`src/rtl/recv_queue_pkg.sv`:
```
// recv_queue_pkg -- shared definitions for the receive queue.
//   clog2()  : pointer-width helper, usable in constant expressions
//   status_t : packed status flags (full, empty, afull)
package recv_queue_pkg;

    // Returns the number of bits needed to index 'value' entries.
    function automatic int clog2(input int value);
        int r;
        r = 0;
        while ((1 << r) < value) begin
            r++;
        end
        return r;
    endfunction

    typedef struct packed {
        logic full;
        logic empty;
        logic afull;
    } status_t;

endpackage

```
`src/rtl/recv_queue_if.sv`:
```
// recv_queue_if -- valid/ready handshake bundle for the receive queue.
//   in_valid/in_ready/in_data    : producer -> queue
//   out_valid/out_ready/out_data : queue -> consumer
//   master : the side driving data in and taking data out (producer/consumer)
//   slave  : the queue itself
interface recv_queue_if #(
    parameter int WIDTH = 8
);
    logic             in_valid;
    logic             in_ready;
    logic [WIDTH-1:0] in_data;
    logic             out_valid;
    logic             out_ready;
    logic [WIDTH-1:0] out_data;

    modport master (
        output in_valid, in_data, out_ready,
        input  in_ready, out_valid, out_data
    );

    modport slave (
        input  in_valid, in_data, out_ready,
        output in_ready, out_valid, out_data
    );
endinterface

```
`src/rtl/recv_queue_mem.sv`:
```
// recv_queue_mem -- storage array for the receive queue.
//   clk   : write clock
//   we    : write enable
//   waddr : write address
//   wdata : write data
//   raddr : read address (asynchronous read)
//   rdata : read data, mem[raddr]
module recv_queue_mem
    import recv_queue_pkg::*;
#(
    parameter int WIDTH = 8,
    parameter int DEPTH = 8
) (
    input  logic                      clk,
    input  logic                      we,
    input  logic [clog2(DEPTH)-1:0]   waddr,
    input  logic [WIDTH-1:0]          wdata,
    input  logic [clog2(DEPTH)-1:0]   raddr,
    output logic [WIDTH-1:0]          rdata
);
    logic [WIDTH-1:0] mem [DEPTH];

    // NOTE: the array has no reset; validity is tracked by the pointers and
    // count, so stale contents are never presented as valid data.
    always_ff @(posedge clk) begin
        if (we) begin
            mem[waddr] <= wdata;
        end
    end

    // Fall-through read: the head word is visible without a read strobe.
    assign rdata = mem[raddr];
endmodule

```
`src/rtl/recv_queue.sv`:
```
// recv_queue -- first-word fall-through receive queue.
//   clk      : clock, all state changes on posedge
//   rst      : asynchronous active-low reset
//   flush    : synchronous clear, overrides push and pop
//   bus      : valid/ready handshake (slave modport)
//   count    : current occupancy, 0..DEPTH
//   qfull    : count == DEPTH
//   qempty   : count == 0
//   afull    : count >= AFULL_LVL
//   overflow : one-cycle pulse after a push attempt while full
module recv_queue
    import recv_queue_pkg::*;
#(
    parameter int WIDTH     = 8,
    parameter int DEPTH     = 8,
    parameter int AFULL_LVL = DEPTH - 2
) (
    input  logic                    clk,
    input  logic                    rst,
    input  logic                    flush,
    recv_queue_if.slave             bus,
    output logic [clog2(DEPTH):0]   count,
    output logic                    qfull,
    output logic                    qempty,
    output logic                    afull,
    output logic                    overflow
);
    localparam int PTR_W = clog2(DEPTH);
    localparam int CNT_W = PTR_W + 1;

    logic [PTR_W-1:0] head;
    logic [PTR_W-1:0] tail;
    status_t          flags;
    logic             push;
    logic             pop;

    // Flags come straight from the count register, so the handshake
    // outputs never depend combinationally on the handshake inputs.
    assign flags.full  = (count == CNT_W'(DEPTH));
    assign flags.empty = (count == '0);
    assign flags.afull = (count >= CNT_W'(AFULL_LVL));

    assign qfull         = flags.full;
    assign qempty        = flags.empty;
    assign afull         = flags.afull;
    assign bus.in_ready  = !flags.full;
    assign bus.out_valid = !flags.empty;

    // No bypass: a full queue rejects a push even when a pop frees a slot,
    // and an empty queue cannot pop the word being pushed.
    assign push = bus.in_valid && bus.in_ready;
    assign pop  = bus.out_valid && bus.out_ready;

    // NOTE: state registers use non-blocking assignments so every register
    // samples pre-edge values, independent of statement order.
    always_ff @(posedge clk or negedge rst) begin
        if (!rst) begin
            head     <= '0;
            tail     <= '0;
            count    <= '0;
            overflow <= 1'b0;
        end else begin
            overflow <= bus.in_valid && !bus.in_ready;
            if (flush) begin
                head  <= '0;
                tail  <= '0;
                count <= '0;
            end else begin
                // DEPTH is a power of two, so pointers wrap by overflow.
                if (push) head <= head + PTR_W'(1);
                if (pop)  tail <= tail + PTR_W'(1);
                case ({push, pop})
                    2'b10:   count <= count + CNT_W'(1);
                    2'b01:   count <= count - CNT_W'(1);
                    default: count <= count;
                endcase
            end
        end
    end

    recv_queue_mem #(
        .WIDTH (WIDTH),
        .DEPTH (DEPTH)
    ) u_mem (
        .clk   (clk),
        .we    (push && !flush),
        .waddr (head),
        .wdata (bus.in_data),
        .raddr (tail),
        .rdata (bus.out_data)
    );
endmodule
```
`src/flat_wrapper.sv`:
```
// flat-port wrapper written by rule: the top's interface ports become plain ports
module recv_queue_flat import recv_queue_pkg::*;
#(
    parameter int WIDTH     = 8,
    parameter int DEPTH     = 8,
    parameter int AFULL_LVL = DEPTH - 2
)
  (clk, rst, flush, count, qfull, qempty, afull, overflow, bus_in_valid, bus_in_data, bus_out_ready, bus_in_ready, bus_out_valid, bus_out_data);
  recv_queue_if #(.WIDTH(WIDTH)) bus_i ();
  input  logic clk;
  input  logic rst;
  input  logic flush;
  output logic [clog2(DEPTH):0] count;
  output logic qfull;
  output logic qempty;
  output logic afull;
  output logic overflow;
  input wire logic [$bits(bus_i.in_valid)-1:0] bus_in_valid;
  input wire logic [$bits(bus_i.in_data)-1:0] bus_in_data;
  input wire logic [$bits(bus_i.out_ready)-1:0] bus_out_ready;
  output wire logic [$bits(bus_i.in_ready)-1:0] bus_in_ready;
  output wire logic [$bits(bus_i.out_valid)-1:0] bus_out_valid;
  output wire logic [$bits(bus_i.out_data)-1:0] bus_out_data;
  assign bus_i.in_valid = bus_in_valid;
  assign bus_i.in_data = bus_in_data;
  assign bus_i.out_ready = bus_out_ready;
  assign bus_in_ready = bus_i.in_ready;
  assign bus_out_valid = bus_i.out_valid;
  assign bus_out_data = bus_i.out_data;
  recv_queue #(.WIDTH(WIDTH), .DEPTH(DEPTH), .AFULL_LVL(AFULL_LVL)) u_core (.clk(clk), .rst(rst), .flush(flush), .bus(bus_i), .count(count), .qfull(qfull), .qempty(qempty), .afull(afull), .overflow(overflow));
endmodule
```
`config.mk`:
```
export PLATFORM = sky130hd
export DESIGN_NAME = recv_queue_flat
export DESIGN_NICKNAME = d
export VERILOG_FILES = /design/src/rtl/recv_queue_pkg.sv /design/src/rtl/recv_queue_if.sv /design/src/rtl/recv_queue_mem.sv /design/src/rtl/recv_queue.sv /design/src/flat_wrapper.sv
export SDC_FILE = /design/constraint.sdc
export NUM_CORES = 1
export LEC_CHECK = 0
export CAP_MARGIN = 20
export CORE_MARGIN = 3
export CORE_UTILIZATION = 35
export DETAILED_ROUTE_END_ITERATION = 7
export PLACE_DENSITY = 0.59
export SLEW_MARGIN = 20
export SYNTH_ARGS = -nofsm -noshare
export SYNTH_HDL_FRONTEND = slang
export SYNTH_SLANG_ARGS = --single-unit
```
`constraint.sdc`:
```
create_clock -name clk -period 5.6 [get_ports clk]
set_clock_uncertainty 0.15 [all_clocks]
set_input_delay 1.12 -clock clk [delete_from_list [all_inputs] [get_ports clk]]
set_output_delay 1.12 -clock clk [all_outputs]
set_load 0.005 [all_outputs]
```
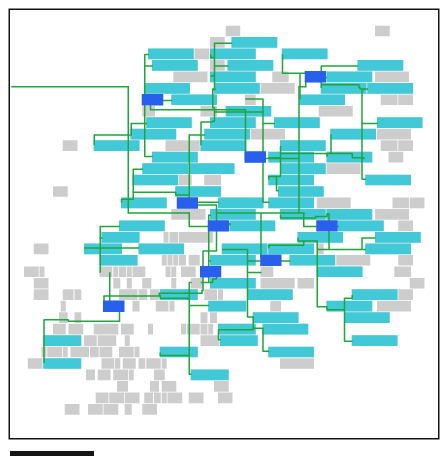
*Clock wires, drivers and flops*
Bar = 20 um.
[blue] cells driving clock nets | count: 9
[cyan] flip-flops | count: 75
[green] clock wires | length: 867 um
routed clock nets: 10

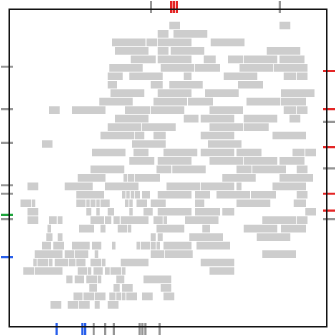
*Pin map*
Pins as bars across the die edge, other pins in gray.
| color | port | pins | direction | edge |
|---|---|---|---|---|
| green | qfull | 1 | output | left |
| blue | count | 4 | output | 3 bottom, 1 left |
| red | bus_out_data | 8 | output | 5 right, 3 top |

==> results_dict.tcl <==
# collected from the flow reports
set metrics [dict create \
    ys_top_logic_family "multiplexers" \
    min-delay-path-class "register to register" \
    synth-main-ff-cell "edfxtp_1" \
    cts_buffers 9 \
    p_leak_uw 0.00129 \
    status "finished, final reports clean" \
    antenna_left 0 \
    nets 232 \
    post_cts_resized 0 \
    final_area_mm2 0.00375 \
    cts.sinks 75 \
    ys.warnings.count 0 \
    largest_area_cell "edfxtp_1" \
    cp_num_buf_inv 2 \
    n_fill_cell 785 \
    dr.pass1.iters 4 \
    tightest_slew_ns 1.02 \
    drt_iter0_markers 76 \
    die.size.y_um 102 \
    place_inst 312 \
    worstPathMaxFanout 10 \
    clk_pin_slew_ns 0.08 \
    rows 34 \
    fp.dieW_um 102 \
    enable_flop_cells 64 \
    via_per_inst 5.07 \
    hold_slack_ns 0.458 \
    vdd_ir_drop_max_uv 218 \
    min_period_ns 3.90 \
    topCellsByArea "edfxtp_1, mux4_2, dfrtp_1" \
    syn_avg_cell_area_um2 17.5 \
    cap_violations 0 \
    cp-end-kind "primary output" \
    area_growth_pct 17.5 \
    lay_top_cells "edfxtp_1, clkdlybuf4s50_1, mux4_2" \
    async_flop_share 0.147 \
    vias 1664 \
    period_used_share 0.697 \
    ys_sh_simple 0.0580 \
    clockRootBuffer "clkbuf_8" \
    fp_nets 200 \
    htree_levels 3 \
    startpoint "u_core.tail[0]" \
    ys_ff 75 \
    rr_startpoint "u_core.count[0]" \
    grt_max_degree 19 \
    ys_sh_mux 0.150 \
    grtUsageTotal 0.125 \
    ys_seq_frac 0.688 \
    path_cells "buf_4, mux4_2, mux2_2, clkdlybuf4s50_1" \
    drive_gt1_frac 0.232 \
    aoi_share 0.0415 \
    yosys-stat-cells 183 \
    cts_tree "done" \
    core_mm2 0.00881 \
    top_cell "edfxtp_1" \
    setup_ws_ns 1.70 \
    arrival_ns 2.63 \
    clock_latency_ns 0.35 \
    yosysTopAreaCellShare 0.602 \
    cts_setup_buffers 0 \
    top_cells_by_count "edfxtp_1, mux4_2, nor2_1, dfrtp_1" \
    ys_chip_area_mm2 0.00319 \
    final_hold_viol_count 0 \
    dpl_cell_area_mm2 0.00357 \
    fp-utilization 0.363 \
    synth-xor-area-share 0.0165 \
    fmax_ghz 0.256 \
    slowest_stage "dfrtp_1" \
    wire_per_inst_um 17.8 \
    dp_slack_ns 1.66 \
    antenna_found_initial 0 \
]
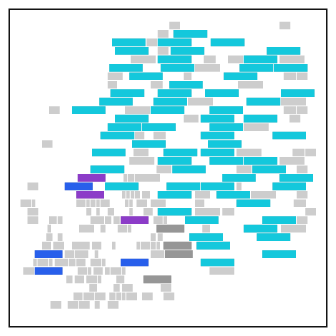
*Where the registers sit*
| color | signal | flops |
|---|---|---|
| cyan | u_core.u_mem.mem | 64 |
| purple | u_core.head | 3 |
| blue | u_core.count | 4 |

## state kept, by name, summed over array words and instances (netlist names)
signal and flops:
u_core.u_mem.mem 64, u_core.count 4, u_core.head 3, u_core.tail 3, u_core.overflow 1
## cell type report
| class | instances | area [um^2] | area share |
|---|---|---|---|
| well taps | 108 | 135 | 0.0360 |
| clock buffers | 9 | 124 | 0.0330 |
| inverters | 5 | 18.8 | 0.00500 |
| clock inverters | 7 | 56.3 | 0.0150 |
| flip-flops and latches | 75 | 2200 | 0.586 |
| repair buffers | 32 | 315 | 0.0840 |
| multi-input cells | 92 | 906 | 0.241 |
## layer usage
| metal | part of all wire | track usage | up-vias |
|---|---|---|---|
| li1 | - | - | 778 |
| met1 | 0.44 | 0.153 | 852 |
| met2 | 0.51 | 0.207 | 29 |
| met3 | 0.033 | 0.0413 | 5 |
| met4 | 0.010 | 0.0460 | 0 |
| met5 | 0 | 0 | - |
## worst paths after layout
path	slack [ns]	endpoint	depth (start not counted)
min in group asynchronous	0.97	u_core.head[2]	1
min	0.46	u_core.head[0]	2
max reg2reg	2.68	u_core.count[3]	8
max	1.70	bus_out_data[0]	4
min reg2reg	0.46	u_core.head[0]	2
max in group asynchronous	3.97	u_core.tail[0]	1
## worst min-delay path: stages, from the launching register on
cell and delay [ns]:
dfrtp_1 0.40, xor2_1 0.09, nor2_1 0.08
## kinds of logic after synthesis
kind of cell / count (synthesis)
adders and majority gates: 4
and+or+nand+nor: 38
buffers and inverters: 16
AOI/OAI and AO/OA: 17
DFF: 75
xor gates and xnor gates: 6
muxes: 27
## report_power, final
| part | internal [uW] | switching [uW] |
|---|---|---|
| Sequential | 641 | 66.8 |
| Clock | 168 | 211 |
| Combinational | 273 | 173 |
| Total | 1080 | 451 |
